[src/rtl/nec_ir_pkg.sv]
// NEC IR decoder shared types: FSM states, frame layout and pulse-width windows.
// Latency: n/a (types and constants only).
// Backpressure: n/a.
package nec_ir_pkg;

    typedef enum logic [2:0] {
        ST_IDLE,
        ST_LEAD_MARK,
        ST_LEAD_SPACE,
        ST_BIT_MARK,
        ST_BIT_SPACE,
        ST_STOP_MARK,
        ST_RPT_STOP
    } ir_state_t;

    // Bits arrive LSB-first, so after 32 right-shifts the first byte on air sits at [7:0].
    typedef struct packed {
        logic [7:0] ncmd;
        logic [7:0] cmd;
        logic [7:0] naddr;
        logic [7:0] addr;
    } nec_frame_t;

    // Widths in ticks (1 tick = 1/10 NEC unit), inclusive bounds.
    localparam logic [7:0] LEAD_MARK_MIN  = 8'd128;
    localparam logic [7:0] LEAD_MARK_MAX  = 8'd192;
    localparam logic [7:0] LEAD_SPACE_MIN = 8'd64;
    localparam logic [7:0] LEAD_SPACE_MAX = 8'd96;
    localparam logic [7:0] RPT_SPACE_MIN  = 8'd32;
    localparam logic [7:0] RPT_SPACE_MAX  = 8'd48;
    localparam logic [7:0] BIT_MARK_MIN   = 8'd6;
    localparam logic [7:0] BIT_MARK_MAX   = 8'd14;
    localparam logic [7:0] ZERO_MIN       = 8'd6;
    localparam logic [7:0] ZERO_MAX       = 8'd14;
    localparam logic [7:0] ONE_MIN        = 8'd22;
    localparam logic [7:0] ONE_MAX        = 8'd38;
    localparam logic [7:0] WIDTH_SAT      = 8'd255;

    function automatic logic in_window(input logic [7:0] w, input logic [7:0] lo,
                                       input logic [7:0] hi);
        return (w >= lo) && (w <= hi);
    endfunction

endpackage

[src/rtl/ir_tick_gen.sv]
// Free-running prescaler: one-cycle tick every TICK_DIV clocks.
// Latency: first tick TICK_DIV clocks after reset release.
// Backpressure: none; restarted only by reset.
module ir_tick_gen #(
    parameter int TICK_DIV = 563
) (
    input  logic clk,
    input  logic reset,
    output logic tick
);

    localparam int CW = (TICK_DIV > 1) ? $clog2(TICK_DIV) : 1;

    logic [CW-1:0] cnt;

    // Count 0..TICK_DIV-1 and flag the wrap as the tick.
    always_ff @(posedge clk) begin
        if (reset) begin
            cnt  <= '0;
            tick <= 1'b0;
        end else if (cnt == CW'(TICK_DIV - 1)) begin
            cnt  <= '0;
            tick <= 1'b1;
        end else begin
            cnt  <= cnt + CW'(1);
            tick <= 1'b0;
        end
    end

endmodule

[src/rtl/nec_ir_receiver.sv]
// NEC IR frame decoder: sticky cmd/addr/valid/rpt/ovr for the CPU, one-cycle err on abort.
// Latency: outputs update 4 clks after the raw ir_in edge ending the stop mark.
// Backpressure: none; ack clears flags, a commit while valid=1 sets ovr.
module nec_ir_receiver
    import nec_ir_pkg::*;
#(
    parameter int TICK_DIV    = 563,
    parameter bit STRICT_ADDR = 1'b0
) (
    input  logic       clk,
    input  logic       reset,
    input  logic       ir_in,
    input  logic       ack,
    output logic [7:0] cmd,
    output logic [7:0] addr,
    output logic       valid,
    output logic       rpt,
    output logic       ovr,
    output logic       err
);

    logic [1:0] sync_q;
    logic       mark;
    logic       mark_q;
    logic       mark_edge;
    logic       mark_rise;
    logic       mark_fall;
    logic       tick;
    logic [7:0] width;

    ir_state_t  state, state_n;
    nec_frame_t frame_sr, frame_n;
    logic [4:0] bit_idx, bit_idx_n;
    logic       go_frame, go_rpt, go_err;
    logic       frame_q, rpt_q, err_q;
    logic       frame_ok;
    logic       seen;

    ir_tick_gen #(.TICK_DIV(TICK_DIV)) u_tick (
        .clk   (clk),
        .reset (reset),
        .tick  (tick)
    );

    // Carrier is active-low on the pin; mark=1 means carrier present.
    assign mark      = ~sync_q[1];
    assign mark_edge = mark ^ mark_q;
    assign mark_rise = mark_edge & mark;
    assign mark_fall = mark_edge & ~mark;

    // Two-flop synchronizer plus previous-value register for edge detection;
    // resets to the idle (no carrier) level so reset never fabricates an edge.
    always_ff @(posedge clk) begin
        if (reset) begin
            sync_q <= 2'b11;
            mark_q <= 1'b0;
        end else begin
            sync_q <= {sync_q[0], ir_in};
            mark_q <= mark;
        end
    end

    // Phase width: cleared on each edge, counts ticks, saturates at WIDTH_SAT.
    always_ff @(posedge clk) begin
        if (reset) begin
            width <= '0;
        end else if (mark_edge) begin
            width <= '0;
        end else if (tick && (width != WIDTH_SAT)) begin
            width <= width + 8'd1;
        end
    end

    assign frame_ok = ((frame_sr.cmd ^ frame_sr.ncmd) == 8'hFF) &&
                      (!STRICT_ADDR || ((frame_sr.addr ^ frame_sr.naddr) == 8'hFF));

    // Decoder state, shift register, bit index and the registered decision pulses.
    always_ff @(posedge clk) begin
        if (reset) begin
            state    <= ST_IDLE;
            frame_sr <= '0;
            bit_idx  <= '0;
            frame_q  <= 1'b0;
            rpt_q    <= 1'b0;
            err_q    <= 1'b0;
        end else begin
            state    <= state_n;
            frame_sr <= frame_n;
            bit_idx  <= bit_idx_n;
            frame_q  <= go_frame;
            rpt_q    <= go_rpt;
            err_q    <= go_err;
        end
    end

    // Edge-driven protocol walk; any out-of-window width or a stalled line aborts to IDLE.
    always_comb begin
        state_n   = state;
        frame_n   = frame_sr;
        bit_idx_n = bit_idx;
        go_frame  = 1'b0;
        go_rpt    = 1'b0;
        go_err    = 1'b0;

        if ((state != ST_IDLE) && !mark_edge && (width == WIDTH_SAT)) begin
            go_err  = 1'b1;
            state_n = ST_IDLE;
        end else if (mark_edge) begin
            case (state)
                ST_IDLE: begin
                    if (mark_rise) state_n = ST_LEAD_MARK;
                end
                ST_LEAD_MARK: begin
                    if (mark_fall && in_window(width, LEAD_MARK_MIN, LEAD_MARK_MAX)) begin
                        state_n = ST_LEAD_SPACE;
                    end else begin
                        go_err  = 1'b1;
                        state_n = ST_IDLE;
                    end
                end
                ST_LEAD_SPACE: begin
                    if (mark_rise && in_window(width, LEAD_SPACE_MIN, LEAD_SPACE_MAX)) begin
                        state_n   = ST_BIT_MARK;
                        bit_idx_n = '0;
                    end else if (mark_rise && in_window(width, RPT_SPACE_MIN, RPT_SPACE_MAX)) begin
                        state_n = ST_RPT_STOP;
                    end else begin
                        go_err  = 1'b1;
                        state_n = ST_IDLE;
                    end
                end
                ST_BIT_MARK: begin
                    if (mark_fall && in_window(width, BIT_MARK_MIN, BIT_MARK_MAX)) begin
                        state_n = ST_BIT_SPACE;
                    end else begin
                        go_err  = 1'b1;
                        state_n = ST_IDLE;
                    end
                end
                ST_BIT_SPACE: begin
                    if (mark_rise && (in_window(width, ZERO_MIN, ZERO_MAX) ||
                                      in_window(width, ONE_MIN, ONE_MAX))) begin
                        frame_n   = {in_window(width, ONE_MIN, ONE_MAX), frame_sr[31:1]};
                        bit_idx_n = bit_idx + 5'd1;
                        state_n   = (bit_idx == 5'd31) ? ST_STOP_MARK : ST_BIT_MARK;
                    end else begin
                        go_err  = 1'b1;
                        state_n = ST_IDLE;
                    end
                end
                ST_STOP_MARK: begin
                    state_n = ST_IDLE;
                    if (mark_fall && in_window(width, BIT_MARK_MIN, BIT_MARK_MAX) && frame_ok) begin
                        go_frame = 1'b1;
                    end else begin
                        go_err = 1'b1;
                    end
                end
                ST_RPT_STOP: begin
                    state_n = ST_IDLE;
                    if (mark_fall && in_window(width, BIT_MARK_MIN, BIT_MARK_MAX)) begin
                        go_rpt = 1'b1;
                    end else begin
                        go_err = 1'b1;
                    end
                end
                default: state_n = ST_IDLE;
            endcase
        end
    end

    // CPU-facing registers: commits beat a coincident ack; repeats need a prior frame.
    always_ff @(posedge clk) begin
        if (reset) begin
            cmd   <= '0;
            addr  <= '0;
            valid <= 1'b0;
            rpt   <= 1'b0;
            ovr   <= 1'b0;
            err   <= 1'b0;
            seen  <= 1'b0;
        end else begin
            err <= err_q;
            if (frame_q) begin
                cmd   <= frame_sr.cmd;
                addr  <= frame_sr.addr;
                valid <= 1'b1;
                rpt   <= 1'b0;
                ovr   <= ack ? 1'b0 : (ovr | valid);
                seen  <= 1'b1;
            end else if (rpt_q && seen) begin
                valid <= 1'b1;
                rpt   <= 1'b1;
                ovr   <= ack ? 1'b0 : (ovr | valid);
            end else if (ack) begin
                valid <= 1'b0;
                rpt   <= 1'b0;
                ovr   <= 1'b0;
            end
        end
    end

endmodule

[config.mk]
export PLATFORM = sky130hd
export DESIGN_NAME = nec_ir_receiver
export DESIGN_NICKNAME = d
export VERILOG_FILES = /design/src/rtl/nec_ir_pkg.sv /design/src/rtl/ir_tick_gen.sv /design/src/rtl/nec_ir_receiver.sv
export SDC_FILE = /design/constraint.sdc
export NUM_CORES = 1
export LEC_CHECK = 0
export CAP_MARGIN = 25
export CORE_UTILIZATION = 40
export CTS_CLUSTER_DIAMETER = 150
export DETAILED_ROUTE_END_ITERATION = 8
export PLACE_DENSITY = 0.7
export SYNTH_ARGS = -nofsm -noshare
export SYNTH_HDL_FRONTEND = slang
export SYNTH_SLANG_ARGS = --single-unit
[constraint.sdc]
create_clock -name clk -period 1.89 [get_ports clk]
set_input_delay 0.378 -clock clk [delete_from_list [all_inputs] [get_ports clk]]
set_output_delay 0.378 -clock clk [all_outputs]
set_load 0.02 [all_outputs]
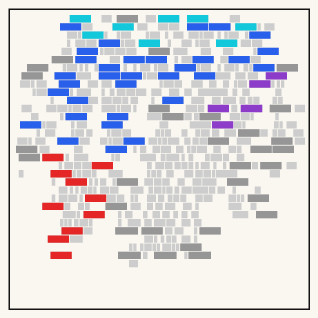
**Above:** register map, names as in the netlist.
(3 px per µm) Other sequential cells in the stronger gray, the rest of the logic in the fainter gray.
| color | name in the netlist | placed flops |
|---|---|---|
| cyan | addr | 8 |
| red | u_tick.cnt | 10 |
| blue | frame_sr | 32 |
| purple | bit_idx | 5 |
not colored: 31
flop share of the area: 0.3860
Seq group: 1.83 mW

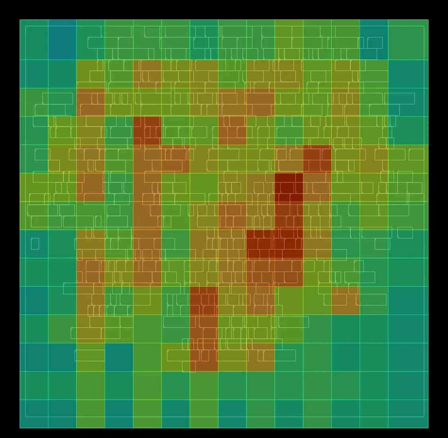
**Above:** track usage over the die.
met3 usage: 0.03443
GR peak layer: met2
utilization after layout: 0.4841
GRT met2 Usage: 0.2591

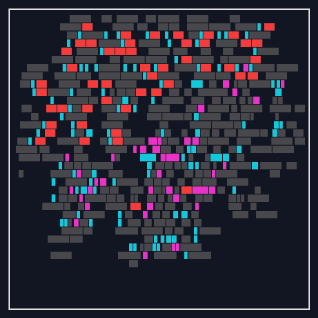
**Above:** gate families picked out.
(3 px per µm)
| color | family | cells | most used |
|---|---|---|---|
| cyan | NOR gates | 102 | nor2_1 |
| red | multiplexers | 49 | mux2i_1 |
| magenta | NAND gates | 39 | nand2_1 |
most frequent logic cell in the layout: dfxtp_1
Post-Layout Cell Count: 571
fraction of area in multi-input gates: 0.4210

==> Slide: Implementation Results <==
Key Metrics from the Run

Logic synthesis
  • Top cells by area: dfxtp_1 45%, mux2i_1 13%, nor2_1 7.9%
  • Synth Seq Share: 0.4529
  • Synth area leader: dfxtp_1
  • YS chip area: 3801 µm²
  • Dominant cell area share: 0.4529
  • Post-Syn Area: 3801 µm²
  • # Cells Yosys: 397
  • Mux area share: 0.1290
  • Commonest flop: dfxtp_1
  • Basic Gates by Area: 0.2093

Critical path
  • RR Startpoint: width[0]
  • Worst R2R End: err_q
  • CP cell instances: inv_2 -> ha_1 -> or3b_1 -> or3_1 -> a211o_1 -> o2111ai_1 -> a31oi_1
  • CP max stage delay: 360 ps
  • Buf/Inv on CP: 1
  • Crit Path Max Fanout: 4
  • Startpoint Class: flip-flop
  • Worst setup startpoint: width[0]
  • R2R cell count: 7
  • R2r setup slk: -50 ps
  • CP delay by family, top: simple AND/OR/NAND/NOR gates

Timing
  • Fin. Hold Viols: 0
  • Max Freq: 516.6 MHz
  • Final count of negative-setup-slack endpoints: 1
  • Tmin final: 1936 ps
  • Worst Skew: about 12 ps
  • Worst setup margin: -45.79 ps

Clock tree
  • Clock-pin transition on the worst setup and hold timing paths: 90 ps
  • CTS tree: yes
  • CTS root buf: clkbuf_8
  • Clk_lat worst skew: 350 ps
  • Total clock buffers created by CTS: 9

Route
  • WL per Instance: 12.36 µm
  • Vias per cell: 4.918
  • Via count: 2,808
  • Met3 wire len: 289 µm
  • DRC Markers: 0
  • Routed wl met2: 3320 µm
  • Post-route ant nets: 0

Floorplanning
  • Floorplan utilization: 0.4114
  • Std-Cell Rows: 35

Pwr
  • Comb pwr: 0.0916 mW
  • NetSw: 0.7295 mW
  • Register share of total power: 0.589
  • Power density over cell area: 693.2 nW/µm²
  • Worst IR Drop VDD: 0.4142 mV
  • Pleak: ~1.8 nW
  • Logic gate share of total power: 0.030

Global routing
  • Vias in the first global route: around 2,800
  • Total track usage: 0.1565

Min path
  • HP Class: flip-flop to flip-flop
  • WHS Path Cells: 1

Outcome
  • Failing checks: negative setup slack
  • Run status: finished with violations

Final layout
  • Final instance area: 4473 µm²
  • Post-layout nets: 449
  • Final-layout non-clock buffer area share: 0.1069
  • Share of post-route cells with drive strength above 1: 0.1471
  • Repair and plain buffers: 54
  • Antenna diodes: 0
  • CLK BUF: 10
  • Register area: approximately 1700 µm²

Place
  • Placer Congestion: 0.8461
  • Area post-placement: 4258 µm²
  • Detailed Place HPWL: 5011 µm

Run
  • Tool Warnings: 31
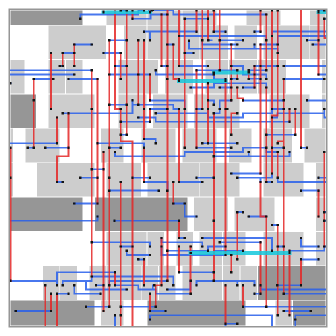
**Above:** zoomed window.
Window x 37 to 62, y 17 to 42 µm. Cells in gray, sequential cells in the stronger gray; small squares are vias.
| color | layer |
|---|---|
| blue | met1 |
| red | met2 |
| cyan | met3 |
netlist names of flops here include: width (5)
most frequent: nor2_1 (9), buf_4 (8), xnor2_1 (4)
sequential cells in the window: 5
cells with their middle in the window: 57

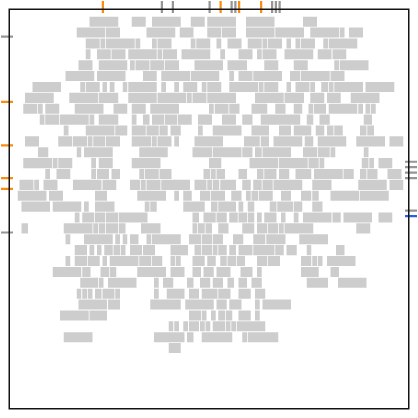
**Above:** I/O pins on the die edge.
(4 px per µm) Pins as bars across the die edge, other pins in gray.
| color | port | pins | direction | edge |
|---|---|---|---|---|
| blue | ir_in | 1 | input | right |
| orange | cmd | 8 | output | 4 top, 4 left |
all pins by edge: 12 top, 6 right, 6 left
DIE HEIGHT: 99.48 µm
die x size: 99.48 µm
Buffers on Ports: 23

==> sequential cells by signal, indices dropped and copies added, names as in the netlist <==
signal / count
ovr: 1
width: 8
sync_q: 2
seen: 1
state: 3
err_q: 1
u_tick.cnt: 10
u_tick.tick: 1
valid: 1
bit_idx: 5
mark_q: 1
err: 1
addr: 8
rpt: 1
frame_q: 1
rpt_q: 1
frame_sr: 32
cmd: 8
==> timing repair <==
| item | in CTS | in global routing |
|---|---|---|
| hold buffers | 0 | 0 |
| setup buffers | 1 | 0 |
| endpoints found under the hold margin | 0 | 0 |
| gates cloned | 0 | 0 |
| pin swaps | 3 | 1 |
| resized | 5 | 5 |
| setup endpoints to repair | 4 | 19 |
No activity file was given, so power comes from the tool's default toggle rates.
